Port wiring:
(3 px per um)
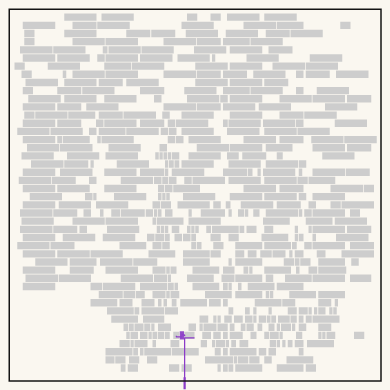
Local utilization:
(2 px per um) 12 x 12 tiles, from dark purple (low) to yellow (high), 0 to 100% covered.
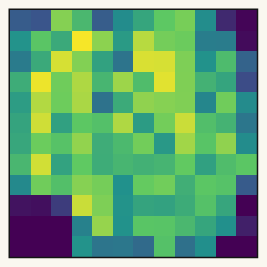
Sequential cells grouped by signal name:
(3 px per um) Other sequential cells in the stronger grey, the rest of the logic in the fainter grey.
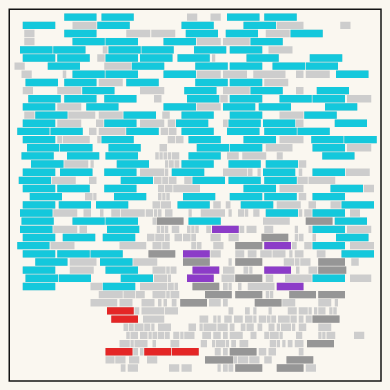
Gate-type map:
(4 px per um)
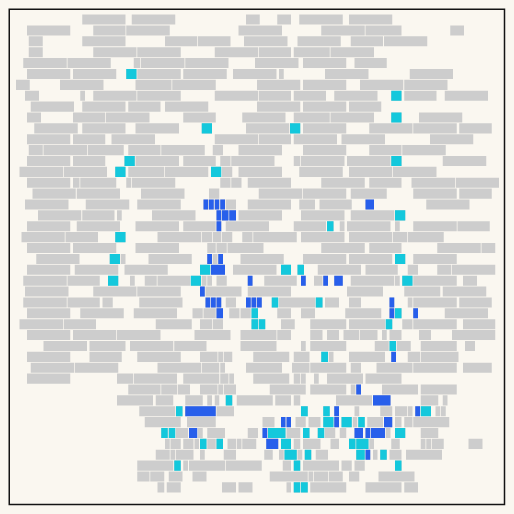
The clock network:
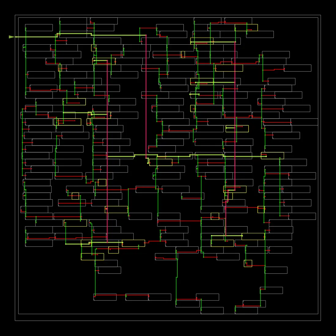
===== config.mk =====
export PLATFORM = sky130hd
export DESIGN_NAME = lcd_spi_burst_writer
export DESIGN_NICKNAME = d
export VERILOG_FILES = /design/src/rtl/lcd_spi_burst_writer.sv
export SDC_FILE = /design/constraint.sdc
export NUM_CORES = 1
export LEC_CHECK = 0
export CAP_MARGIN = 25
export CORE_UTILIZATION = 55
export CTS_CLUSTER_DIAMETER = 150
export DETAILED_ROUTE_END_ITERATION = 10
export PLACE_DENSITY_LB_ADDON = 0.25
export SLEW_MARGIN = 20
export SYNTH_ARGS = -nofsm -noshare
export SYNTH_HDL_FRONTEND = slang
export SYNTH_SLANG_ARGS = --single-unit
export TNS_END_PERCENT = 100

===== constraint.sdc =====
create_clock -name sys_clk -period 3.2 [get_ports sys_clk]
set_input_delay 0.32 -clock sys_clk [delete_from_list [all_inputs] [get_ports sys_clk]]
set_output_delay 0.32 -clock sys_clk [all_outputs]
set_load 0.03 [all_outputs]

===== src/rtl/lcd_spi_burst_writer.sv =====
// SPI write master for the ST7735R-class LCD path.
// Buffers {last,dc,payload} words in a small FIFO and shifts them out MSB-first,
// holding CS low across a burst until a word tagged last has been sent.
//
// state | meaning
// ------+-------------------------------------------------------------
// IDLE  | cs high, sclk at CPOL, waiting for a word in the FIFO
// SETUP | cs low, MSB on mosi, HALFDIV cycles before the first bit
// SHIFT | DATA_W bit periods of 2*HALFDIV cycles each
// HOLD  | mid-burst, FIFO empty: cs stays low, sclk at CPOL
// GAP   | burst closed: cs high for CS_GAP cycles before IDLE
module lcd_spi_burst_writer #(
    parameter int HALFDIV    = 2,
    parameter int DATA_W     = 8,
    parameter int FIFO_DEPTH = 16,
    parameter bit CPOL       = 1'b0,
    parameter bit CPHA       = 1'b0,
    parameter int CS_GAP     = 4
) (
    input  logic                          sys_clk,
    input  logic                          sys_rst_n,
    input  logic [DATA_W:0]               in_data,
    input  logic                          in_last,
    input  logic                          in_valid,
    output logic                          in_ready,
    output logic [$clog2(FIFO_DEPTH):0]   fifo_level,
    output logic                          busy,
    output logic                          wr_done,
    output logic                          cs,
    output logic                          dc,
    output logic                          sclk,
    output logic                          mosi
);

    localparam int PTR_W = $clog2(FIFO_DEPTH);
    localparam int LVL_W = PTR_W + 1;
    localparam int ENT_W = DATA_W + 2;
    localparam int HC_W  = (HALFDIV > 1) ? $clog2(HALFDIV) : 1;
    localparam int BC_W  = $clog2(DATA_W);
    localparam int GC_W  = (CS_GAP > 1) ? $clog2(CS_GAP) : 1;

    localparam logic [HC_W-1:0]  HC_LOAD = HC_W'(HALFDIV - 1);
    localparam logic [BC_W-1:0]  BC_LOAD = BC_W'(DATA_W - 1);
    localparam logic [GC_W-1:0]  GC_LOAD = GC_W'(CS_GAP - 1);
    localparam logic [LVL_W-1:0] LVL_FULL = LVL_W'(FIFO_DEPTH);

    typedef enum logic [2:0] {
        S_IDLE,
        S_SETUP,
        S_SHIFT,
        S_HOLD,
        S_GAP
    } state_t;

    logic [ENT_W-1:0]  mem [FIFO_DEPTH];
    logic [PTR_W-1:0]  wr_ptr;
    logic [PTR_W-1:0]  rd_ptr;
    logic [LVL_W-1:0]  level;
    logic              full;
    logic              empty;
    logic              push;
    logic              pop;
    logic [ENT_W-1:0]  head;

    state_t            state;
    logic [HC_W-1:0]   half_cnt;
    logic              phase_b;
    logic [BC_W-1:0]   bit_cnt;
    logic [GC_W-1:0]   gap_cnt;
    logic [DATA_W-2:0] shreg;
    logic              last_q;
    logic              word_end;

    assign full       = (level == LVL_FULL);
    assign empty      = (level == '0);
    assign in_ready   = !full;
    assign push       = in_valid && !full;
    assign head       = mem[rd_ptr];
    assign fifo_level = level;
    assign busy       = (state != S_IDLE) || !empty;

    // Final half-period of the final bit of the current word
    assign word_end = (state == S_SHIFT) && (half_cnt == '0) && phase_b && (bit_cnt == '0);

    // A new word is taken whenever the FSM is at a word boundary and the burst is still open
    assign pop = !empty && ((state == S_IDLE) || (state == S_HOLD) || (word_end && !last_q));

    // FIFO storage; contents need no reset since level gates every read
    always_ff @(posedge sys_clk) begin
        if (push) begin
            mem[wr_ptr] <= {in_last, in_data};
        end
    end

    // FIFO pointers and occupancy; full blocks a push even when a pop frees a slot
    always_ff @(posedge sys_clk or negedge sys_rst_n) begin
        if (!sys_rst_n) begin
            wr_ptr <= '0;
            rd_ptr <= '0;
            level  <= '0;
        end else begin
            if (push) begin
                wr_ptr <= wr_ptr + 1'b1;
            end
            if (pop) begin
                rd_ptr <= rd_ptr + 1'b1;
            end
            if (push && !pop) begin
                level <= level + 1'b1;
            end else if (pop && !push) begin
                level <= level - 1'b1;
            end
        end
    end

    // Burst sequencer with registered pin outputs; a pop overrides the case's next state with a fresh load
    always_ff @(posedge sys_clk or negedge sys_rst_n) begin
        if (!sys_rst_n) begin
            state    <= S_IDLE;
            half_cnt <= '0;
            phase_b  <= 1'b0;
            bit_cnt  <= '0;
            gap_cnt  <= '0;
            shreg    <= '0;
            last_q   <= 1'b0;
            cs       <= 1'b1;
            dc       <= 1'b0;
            sclk     <= CPOL;
            mosi     <= 1'b0;
            wr_done  <= 1'b0;
        end else begin
            wr_done <= 1'b0;
            case (state)
                S_IDLE: begin
                    cs   <= 1'b1;
                    sclk <= CPOL;
                end
                S_SETUP: begin
                    if (half_cnt == '0) begin
                        state    <= S_SHIFT;
                        half_cnt <= HC_LOAD;
                        phase_b  <= 1'b0;
                        bit_cnt  <= BC_LOAD;
                        sclk     <= CPOL ^ CPHA;
                    end else begin
                        half_cnt <= half_cnt - 1'b1;
                    end
                end
                S_SHIFT: begin
                    if (half_cnt != '0) begin
                        half_cnt <= half_cnt - 1'b1;
                    end else if (!phase_b) begin
                        phase_b  <= 1'b1;
                        half_cnt <= HC_LOAD;
                        sclk     <= ~(CPOL ^ CPHA);
                    end else if (bit_cnt == '0) begin
                        wr_done <= 1'b1;
                        sclk    <= CPOL;
                        if (last_q) begin
                            state   <= S_GAP;
                            cs      <= 1'b1;
                            gap_cnt <= GC_LOAD;
                        end else begin
                            state <= S_HOLD;
                        end
                    end else begin
                        bit_cnt  <= bit_cnt - 1'b1;
                        phase_b  <= 1'b0;
                        half_cnt <= HC_LOAD;
                        sclk     <= CPOL ^ CPHA;
                        mosi     <= shreg[DATA_W-2];
                        shreg    <= {shreg[DATA_W-3:0], 1'b0};
                    end
                end
                S_HOLD: begin
                    cs   <= 1'b0;
                    sclk <= CPOL;
                end
                S_GAP: begin
                    cs <= 1'b1;
                    if (gap_cnt == '0) begin
                        state <= S_IDLE;
                    end else begin
                        gap_cnt <= gap_cnt - 1'b1;
                    end
                end
                default: begin
                    state <= S_IDLE;
                    cs    <= 1'b1;
                    sclk  <= CPOL;
                end
            endcase

            if (pop) begin
                state    <= S_SETUP;
                half_cnt <= HC_LOAD;
                shreg    <= head[DATA_W-2:0];
                mosi     <= head[DATA_W-1];
                dc       <= head[DATA_W];
                last_q   <= head[DATA_W+1];
                cs       <= 1'b0;
                sclk     <= CPOL;
            end
        end
    end

endmodule


==> summary.txt <==
Status: finished, final reports clean
Fin Setup TNS: 0 ns
Met3 wire length: 790 um
Int Power: 5.53 mW
Post-synth top area cell: edfxtp_1
Setup-failing EPs final: 0
Worst VDD drop: 0.446 mV
Adder Share, Synth: 2.10%
# H-tree levels: 4
M1 WL: 6.55 mm
Io pins: 25
Drt wl/cell: 21.5 um
Switching share of total power: 33.3%
Post-route ant nets: 0
Area leader share: 59.2%
Fill count: 997
Worst min path class: flop to flop
Clock buffer depth: 2
Maximum number of pins on one net before global-route repair: 42
Register with the most flip-flops: mem
Buffering overhead: 4.68%
Worst Tran Pin Value: 0.895 ns
Placed insts: 680
Well Taps: 184
Synth warn: 0
Die y size: 123 um
CP peak stage delay: 0.46 ns
RR Endpoint: fifo_level[4]
Fin Hold WS: 0.487 ns
Cycle use final: 92.2%
Num CTS Buffers: 17
Most numerous logic cells after layout: edfxtp_1 (160), mux4_2 (40), dfrtp_1 (34), nand2_1 (31), nor2_1 (31)
Fraction of area in multi-input gates: 24.2%
Met2 Track Usage GR: 34.6%
Top cells by area: edfxtp_1 (59%), mux4_2 (11%), dfrtp_1 (11%)
Crit path cell chain: nor4_4, nand2_1, and2_1, ha_1, inv_1, ha_1, nor2b_1, o21a_1, or3_1, a21oi_1, xor2_1
-- 'port wiring' (at the start) --
[purple] `in_ready` | bits: 1 | direction: output | end cells: 1 | buffers: 1 | wire: 20.4 um

-- 'local utilization' (at the start) --
emptiest ninth of the die: lower left
mean over tiles: 59%
fullest tile: 99%
fp util: 56.0%
core box area: 14500 sq um
Final Core Density: 63.5%

-- 'sequential cells grouped by signal name' (at the start) --
[red] `fifo_level` | placed flops: 5
[cyan] `mem` | placed flops: 160
[purple] `shreg` | placed flops: 7
not coloured: 24

-- 'gate-type map' (at the start) --
[cyan] inverting AOI/OAI gates | cells: 57
[blue] NOR gates | cells: 44

-- 'the clock network' (at the start) --
Latency at later pin: 0.43 ns
clk sinks: 196
P_clk: 2.00 mW
clock buffers: 17

No activity file was given, so power comes from the tool's default toggle rates.
